## config.mk

```make
export PLATFORM = sky130hd
export DESIGN_NAME = i2c_txn_arbiter
export DESIGN_NICKNAME = d
export VERILOG_FILES = /design/src/rtl/i2c_txn_arbiter.sv
export SDC_FILE = /design/constraint.sdc
export NUM_CORES = 1
export LEC_CHECK = 0
export ABC_CLOCK_PERIOD_IN_PS = 2500
export CORE_MARGIN = 1.5
export CORE_UTILIZATION = 44
export CTS_CLUSTER_DIAMETER = 100
export DETAILED_ROUTE_END_ITERATION = 10
export PLACE_DENSITY = 0.82
export SKIP_LAST_GASP = 1
export SYNTH_ARGS = -nofsm -noshare
export SYNTH_HDL_FRONTEND = slang
export SYNTH_SLANG_ARGS = --single-unit
```

## constraint.sdc

```tcl
create_clock -name i2c_core_clk -period 2.5 [get_ports i2c_core_clk]
set_input_delay 0.25 -clock i2c_core_clk [delete_from_list [all_inputs] [get_ports i2c_core_clk]]
set_output_delay 0.25 -clock i2c_core_clk [all_outputs]
set_load 0.03 [all_outputs]
```

## src/rtl/i2c_txn_arbiter.sv

```systemverilog
// i2c_txn_arbiter: round-robin arbiter that shares one i2c_controller among N_REQ requesters.
// Each grant covers one whole I2C transaction. The arbiter launches the controller, follows
// ctrl_busy with a timeout, reports done/err to the granted requester, and then enforces a
// bus-free gap before it issues the next grant.
// Ports:
//   i2c_core_clk, rst         clock and synchronous active-high reset
//   req/req_addr/req_data/req_rsc   per-requester request level and transaction payload
//   gnt, done, err            one-hot grant, completion pulse, timeout pulse
//   busy                      arbiter is not idle
//   ctrl_enable, ctrl_slave_address, ctrl_data_in, ctrl_repeated_start   controller inputs
//   ctrl_busy                 controller is not idle
module i2c_txn_arbiter #(
  parameter int unsigned N_REQ      = 4,
  parameter int unsigned TIMEOUT    = 4096,
  parameter int unsigned GAP_CYCLES = 8
) (
  input  logic                 i2c_core_clk,
  input  logic                 rst,
  input  logic [N_REQ-1:0]     req,
  input  logic [8*N_REQ-1:0]   req_addr,
  input  logic [8*N_REQ-1:0]   req_data,
  input  logic [N_REQ-1:0]     req_rsc,
  output logic [N_REQ-1:0]     gnt,
  output logic [N_REQ-1:0]     done,
  output logic [N_REQ-1:0]     err,
  output logic                 busy,
  output logic                 ctrl_enable,
  output logic [7:0]           ctrl_slave_address,
  output logic [7:0]           ctrl_data_in,
  output logic                 ctrl_repeated_start,
  input  logic                 ctrl_busy
);

  localparam int unsigned IW = (N_REQ > 1) ? $clog2(N_REQ) : 1;
  localparam int unsigned TW = (TIMEOUT > 1) ? $clog2(TIMEOUT) : 1;
  localparam int unsigned GW = (GAP_CYCLES > 1) ? $clog2(GAP_CYCLES) : 1;

  typedef enum logic [1:0] {
    IDLE      = 2'd0,
    LAUNCH    = 2'd1,
    WAIT_DONE = 2'd2,
    RELEASE   = 2'd3
  } state_e;

  state_e           state_q, state_d;
  logic [N_REQ-1:0] gnt_q, gnt_d;
  logic [N_REQ-1:0] done_q, done_d;
  logic [N_REQ-1:0] err_q, err_d;
  logic             busy_q, busy_d;
  logic             ctrl_enable_q, ctrl_enable_d;
  logic [7:0]       ctrl_addr_q, ctrl_addr_d;
  logic [7:0]       ctrl_data_q, ctrl_data_d;
  logic             ctrl_rsc_q, ctrl_rsc_d;
  logic [IW-1:0]    ptr_q, ptr_d;
  logic [IW-1:0]    idx_q, idx_d;
  logic [TW-1:0]    tcnt_q, tcnt_d;
  logic [GW-1:0]    gap_q, gap_d;

  logic [7:0]       lane_addr [N_REQ];
  logic [7:0]       lane_data [N_REQ];
  logic             found;
  logic [IW-1:0]    pick;

  // Split the flat payload buses into per-requester bytes.
  always_comb begin
    for (int unsigned i = 0; i < N_REQ; i++) begin
      lane_addr[i] = req_addr[8*i +: 8];
      lane_data[i] = req_data[8*i +: 8];
    end
  end

  // Round-robin pick: first requester at ptr+1, ptr+2, ... modulo N_REQ.
  always_comb begin
    logic [IW:0] cand;
    found = 1'b0;
    pick  = ptr_q;
    cand  = '0;
    for (int unsigned i = 1; i <= N_REQ; i++) begin
      cand = (IW+1)'(ptr_q) + (IW+1)'(i);
      if (cand >= (IW+1)'(N_REQ)) begin
        cand = cand - (IW+1)'(N_REQ);
      end
      if (!found && req[cand[IW-1:0]]) begin
        found = 1'b1;
        pick  = cand[IW-1:0];
      end
    end
  end

  // Next-state and registered-output logic.
  always_comb begin
    state_d       = state_q;
    gnt_d         = gnt_q;
    done_d        = '0;
    err_d         = '0;
    ctrl_enable_d = ctrl_enable_q;
    ctrl_addr_d   = ctrl_addr_q;
    ctrl_data_d   = ctrl_data_q;
    ctrl_rsc_d    = ctrl_rsc_q;
    ptr_d         = ptr_q;
    idx_d         = idx_q;
    tcnt_d        = (tcnt_q == '1) ? tcnt_q : tcnt_q + TW'(1);
    gap_d         = gap_q;

    case (state_q)
      IDLE: begin
        tcnt_d = tcnt_q;
        if (found) begin
          state_d       = LAUNCH;
          idx_d         = pick;
          gnt_d         = '0;
          gnt_d[pick]   = 1'b1;
          ctrl_enable_d = 1'b1;
          ctrl_addr_d   = lane_addr[pick];
          ctrl_data_d   = lane_data[pick];
          ctrl_rsc_d    = req_rsc[pick];
        end
      end
      LAUNCH: begin
        if (ctrl_busy) begin
          state_d       = WAIT_DONE;
          ctrl_enable_d = 1'b0;
        end else if (tcnt_q == TW'(TIMEOUT - 1)) begin
          state_d       = RELEASE;
          err_d         = gnt_q;
          ctrl_enable_d = 1'b0;
        end
      end
      WAIT_DONE: begin
        // Completion wins over a timeout landing on the same edge.
        if (!ctrl_busy) begin
          state_d = RELEASE;
          done_d  = gnt_q;
        end else if (tcnt_q == TW'(TIMEOUT - 1)) begin
          state_d = RELEASE;
          err_d   = gnt_q;
        end
      end
      RELEASE: begin
        if (gap_q == GW'(GAP_CYCLES - 1)) begin
          state_d = IDLE;
          gnt_d   = '0;
          ptr_d   = idx_q;
        end else begin
          gap_d = gap_q + GW'(1);
        end
      end
      default: state_d = IDLE;
    endcase

    // Both counters restart on every state change.
    if (state_d != state_q) begin
      tcnt_d = '0;
      gap_d  = '0;
    end

    busy_d = (state_d != IDLE);
  end

  // State and output registers.
  always_ff @(posedge i2c_core_clk) begin
    if (rst) begin
      state_q       <= IDLE;
      gnt_q         <= '0;
      done_q        <= '0;
      err_q         <= '0;
      busy_q        <= 1'b0;
      ctrl_enable_q <= 1'b0;
      ctrl_addr_q   <= '0;
      ctrl_data_q   <= '0;
      ctrl_rsc_q    <= 1'b0;
      ptr_q         <= IW'(N_REQ - 1);
      idx_q         <= '0;
      tcnt_q        <= '0;
      gap_q         <= '0;
    end else begin
      state_q       <= state_d;
      gnt_q         <= gnt_d;
      done_q        <= done_d;
      err_q         <= err_d;
      busy_q        <= busy_d;
      ctrl_enable_q <= ctrl_enable_d;
      ctrl_addr_q   <= ctrl_addr_d;
      ctrl_data_q   <= ctrl_data_d;
      ctrl_rsc_q    <= ctrl_rsc_d;
      ptr_q         <= ptr_d;
      idx_q         <= idx_d;
      tcnt_q        <= tcnt_d;
      gap_q         <= gap_d;
    end
  end

  assign gnt                 = gnt_q;
  assign done                = done_q;
  assign err                 = err_q;
  assign busy                = busy_q;
  assign ctrl_enable         = ctrl_enable_q;
  assign ctrl_slave_address  = ctrl_addr_q;
  assign ctrl_data_in        = ctrl_data_q;
  assign ctrl_repeated_start = ctrl_rsc_q;

endmodule

```

**Floorplan with the power grid**

Bar = 20 um. Pins as bars on the die edge. Tap cells in grey.
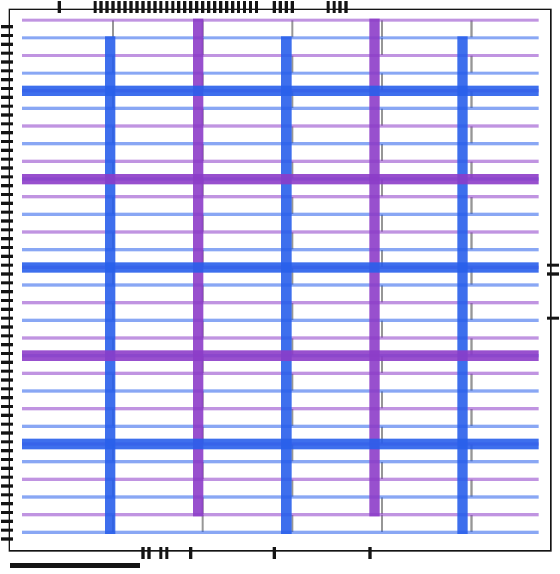
| net | colour |
|---|---|
| VDD | purple |
| VSS | blue |
met1 rails: 30
signal pins: 106
placeable core area: 6280 sq um
Chip Height: 83.2 um

**Cell classes on the final placement**

Bar = 20 um.
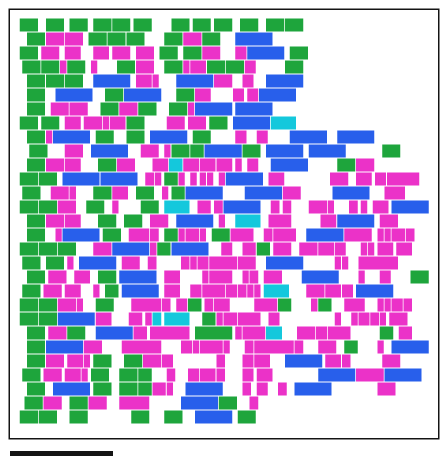
| class | colour | cells |
|---|---|---|
| sequential cells | blue | 52 |
| clock drivers and dummy loads | cyan | 8 |
| combinational and other logic | magenta | 223 |
| remaining buffers and delay cells | green | 121 |
proportion of cell area occupied by registers: 25.3%
core utilization of the finished layout: 65.6%
Rows: 29
cell area after layout: 4120 sq um

**Routed clock nets over the placement**

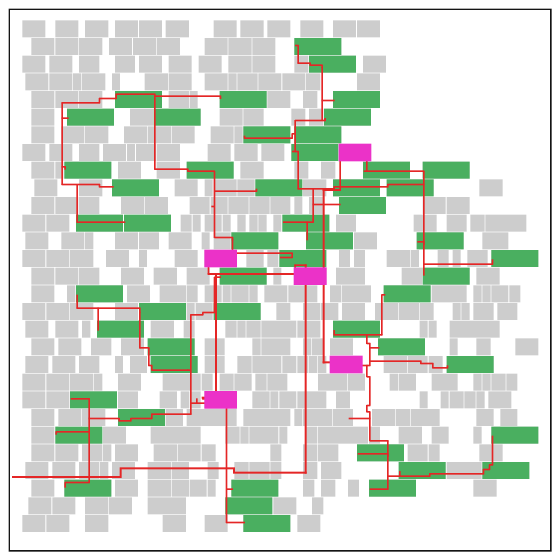
[flip-flops] green | count: 52
[clock wires] red | length: 624 um
[clock drivers] magenta | count: 5
flops lie: widely spread
setup skew after layout: 0.0103 ns
total clock network power: 491 uW
insertion delay to the later sink of the worst-skew pair: 0.31 ns

**Wiring by layer**

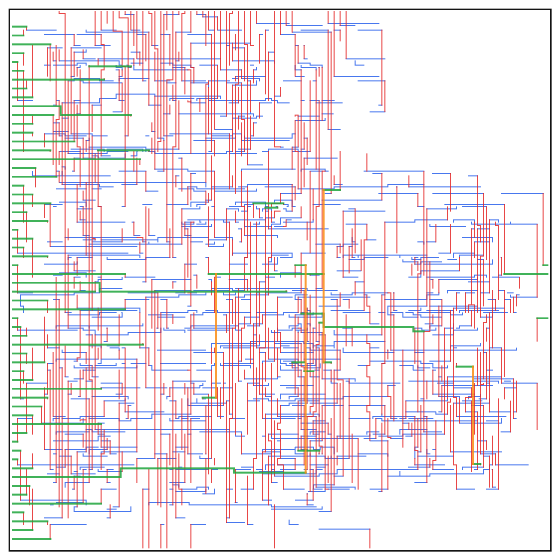
| layer | colour | wire length |
|---|---|---|
| metal 2 | red | 3810 um |
| metal 1 | blue | 2880 um |
| metal 4 | orange | 92.5 um |
| metal 3 | green | 485 um |
post-DR wirelength/cell: 15.1 um
total wirelength of the detailed-routed design: 7270 um
global routing usage summed across all routing layers: 21.7%

==> run_summary.xml <==
<?xml version="1.0" encoding="UTF-8"?>
<metrics>
  <group name="outcome">
    <metric name="run_status" unit="">completed</metric>
  </group>
  <group name="hold_path">
    <metric name="hold_start" unit="">idx_q[1]$_SDFFE_PP0P_</metric>
    <metric name="whs_endpoint" unit="">idx_q[1]$_SDFFE_PP0P_</metric>
    <metric name="min-delay-path-class" unit="">reg -&gt; reg</metric>
  </group>
  <group name="clock_network">
    <metric name="post_cts_hold_buffer_count" unit="">0</metric>
    <metric name="htreeDepth" unit="">2</metric>
    <metric name="postCtsSetupRepairBufs" unit="">0</metric>
    <metric name="tritoncts_clock_tree" unit="">done</metric>
    <metric name="post_cts_resized" unit="">0</metric>
    <metric name="numCtsBuffers" unit="">5</metric>
    <metric name="cts-root-to-sink-buffers" unit="">2</metric>
    <metric name="cts.reportedPaths.clkPinSlew" unit="ns">0.10</metric>
    <metric name="clockRootBuffer" unit="">sky130_fd_sc_hd__clkbuf_8</metric>
  </group>
  <group name="grt">
    <metric name="pin_count_of_the_biggest_net_entering_global_routing" unit="">23</metric>
    <metric name="grt_use_met2" unit="%">40.7</metric>
    <metric name="gr-usage-met3" unit="%">5.57</metric>
    <metric name="grt_use_met1" unit="%">23.8</metric>
    <metric name="first_global_vias" unit="">2607</metric>
    <metric name="grt_first_pass_wirelength" unit="um">12300</metric>
  </group>
  <group name="layout">
    <metric name="dominant_cells" unit="">combinational gates</metric>
    <metric name="layout_top_cells_excl_fill_tap" unit="">105 x sky130_fd_sc_hd__clkdlybuf4s50_1, 52 x sky130_fd_sc_hd__dfxtp_1, 38 x sky130_fd_sc_hd__mux2i_1, 31 x sky130_fd_sc_hd__nand2_1, 16 x sky130_fd_sc_hd__o221ai_1</metric>
    <metric name="final-nonclk-buf-share" unit="%">28.8</metric>
    <metric name="register_area" unit="sq um">1040</metric>
    <metric name="multi_input_comb_area" unit="sq um">1670</metric>
    <metric name="largest_reg_flops" unit="">12</metric>
    <metric name="drive_gt1_share" unit="%">12.9</metric>
    <metric name="area_growth" unit="%">45.6</metric>
    <metric name="num-nonclk-buffers" unit="">121</metric>
    <metric name="antenna-diode-count" unit="">0</metric>
    <metric name="layout.nets" unit="">485</metric>
    <metric name="final_layout_top_logic_cell" unit="">sky130_fd_sc_hd__clkdlybuf4s50_1</metric>
    <metric name="clk_share" unit="%">2.19</metric>
    <metric name="n_fill_cell" unit="">526</metric>
    <metric name="nNonClkInverters" unit="">9</metric>
    <metric name="stdcell_count" unit="">481</metric>
    <metric name="comb-cell-share" unit="%">40.6</metric>
  </group>
  <group name="logic_synthesis">
    <metric name="flop_cell" unit="">sky130_fd_sc_hd__dfxtp_1</metric>
    <metric name="synthTopCellsByArea" unit="">sky130_fd_sc_hd__dfxtp_1 37%, sky130_fd_sc_hd__mux2i_1 13%, sky130_fd_sc_hd__o221ai_1 5.0%</metric>
    <metric name="synth_largest_type_area_fraction" unit="%">36.8</metric>
    <metric name="yosysSeqAreaShare" unit="%">36.8</metric>
    <metric name="synth.most_common_cell" unit="">sky130_fd_sc_hd__dfxtp_1</metric>
    <metric name="synthesis.instances" unit="">289</metric>
    <metric name="synthDistinctLibCells" unit="">58</metric>
    <metric name="edf_count" unit="">0</metric>
    <metric name="synthesis.nets" unit="">371</metric>
    <metric name="synth_top_cell_by_area" unit="">sky130_fd_sc_hd__dfxtp_1</metric>
    <metric name="netlist_area" unit="sq um">2830</metric>
    <metric name="mean_cell_area_of_the_mapped_netlist" unit="sq um">9.78</metric>
    <metric name="yosys_cells" unit="">289</metric>
    <metric name="yosysWarnings" unit="">0</metric>
    <metric name="post_synth_most_frequent_cells" unit="">52 x sky130_fd_sc_hd__dfxtp_1, 38 x sky130_fd_sc_hd__mux2i_1, 31 x sky130_fd_sc_hd__nand2_1, 16 x sky130_fd_sc_hd__o221ai_1, 15 x sky130_fd_sc_hd__nor2_1</metric>
    <metric name="async_flop_share" unit="%">0</metric>
    <metric name="ys_chip_area" unit="sq um">2830</metric>
  </group>
  <group name="sta">
    <metric name="setup_slack" unit="ns">0.190</metric>
    <metric name="rsz0062_at_grt" unit="">false</metric>
    <metric name="post-route-period-util" unit="%">92.4</metric>
    <metric name="clock_period_minus_worst_slack" unit="ns">2.31</metric>
    <metric name="max_clock_freq" unit="GHz">0.433</metric>
    <metric name="finalSetupTns" unit="ns">0</metric>
    <metric name="relSlewSlack" unit="%">48.4</metric>
    <metric name="slew_at_the_pin_with_the_worst_max_slew_slack" unit="ns">0.773</metric>
    <metric name="timing.final.max_slew_violations" unit="">0</metric>
  </group>
  <group name="routing">
    <metric name="first_pass_iters" unit="">4</metric>
    <metric name="ant_nets" unit="">0</metric>
    <metric name="vias" unit="">2600</metric>
    <metric name="drt_drc_violations_left" unit="">0</metric>
    <metric name="via_density" unit="">5.41</metric>
  </group>
  <group name="floorplan">
    <metric name="boundaryPins" unit="">106</metric>
    <metric name="tap_cells" unit="">77</metric>
    <metric name="fp_util" unit="%">45.0</metric>
    <metric name="chip_area" unit="sq um">6910</metric>
    <metric name="floorplan.die.width" unit="um">83.2</metric>
  </group>
  <group name="worst_setup_path">
    <metric name="cp-startpoint" unit="">state_q[0]$_SDFF_PP0_</metric>
    <metric name="crit_slowest_cell" unit="">sky130_fd_sc_hd__dfxtp_1</metric>
    <metric name="timing.critical_path.required" unit="ns">2.70</metric>
    <metric name="worstSetupPathDepth" unit="">8</metric>
    <metric name="critical_path.cell_chain" unit="">inv_1, ha_1, buf_4, a2111oi_2, nand2_1, nand4_4, buf_4, nor3_2</metric>
    <metric name="cp_num_buf_inv" unit="">3</metric>
    <metric name="worst_setup_path_start_kind" unit="">register</metric>
    <metric name="timing.reg2reg.worst_path_depth" unit="">8</metric>
    <metric name="cp_max_fo" unit="">14</metric>
    <metric name="arrival" unit="ns">2.51</metric>
    <metric name="timing.critical_path.mode_cell" unit="">sky130_fd_sc_hd__buf_4</metric>
    <metric name="timing.rr.start" unit="">state_q[0]$_SDFF_PP0_</metric>
    <metric name="critPathKind" unit="">reg -&gt; reg</metric>
    <metric name="critical_path.top_delay_family" unit="">buffers and inverters</metric>
    <metric name="reg2reg_slack" unit="ns">0.19</metric>
    <metric name="endpoint_kind" unit="">register</metric>
  </group>
  <group name="flow_run">
    <metric name="maxCapViolCount" unit="">0</metric>
    <metric name="warning_count" unit="">29</metric>
  </group>
  <group name="power">
    <metric name="power.total" unit="mW">2.26</metric>
    <metric name="power.density_cell_area" unit="nW/um^2">550</metric>
    <metric name="p_leak" unit="nW">1.60</metric>
  </group>
  <group name="placed_design">
    <metric name="place_area" unit="sq um">4030</metric>
    <metric name="pre_cts_slack" unit="ns">0.179</metric>
    <metric name="post-dp-hpwl" unit="um">5790</metric>
    <metric name="count_of_buffers_inserted_at_the_top_level_ports" unit="">105</metric>
  </group>
</metrics>
report_power, final:
group | switching (mW) | leakage, nW | internal (mW) | total [mW]
Clock | 0.292 | 0.0445 | 0.199 | 0.491
Combinational | 0.434 | 1.13 | 0.388 | 0.822
Sequential | 0.0490 | 0.425 | 0.901 | 0.950
Total | 0.775 | 1.60 | 1.49 | 2.26
routing by layer:
layer | wire length, um | vias up
li1 | - | 1302
met1 | 2880 | 1203
met2 | 3810 | 86
met3 | 484 | 9
met4 | 92 | 0
met5 | 0 | -
kinds of logic (layout without fill, tap and decap cells):
logic type,count (synthesis),in the layout,synth area share [%]
AOI/OAI and AO/OA,51,51,15.8
xor gates and xnor gates,7,7,2.17
adders and majority gates,7,7,3.10
buffers and inverters,23,138,4.25
DFF,52,52,36.8
muxes,39,39,13.9
and+or+nand+nor,110,110,24.0
No activity file was given, so power comes from the tool's default toggle rates.
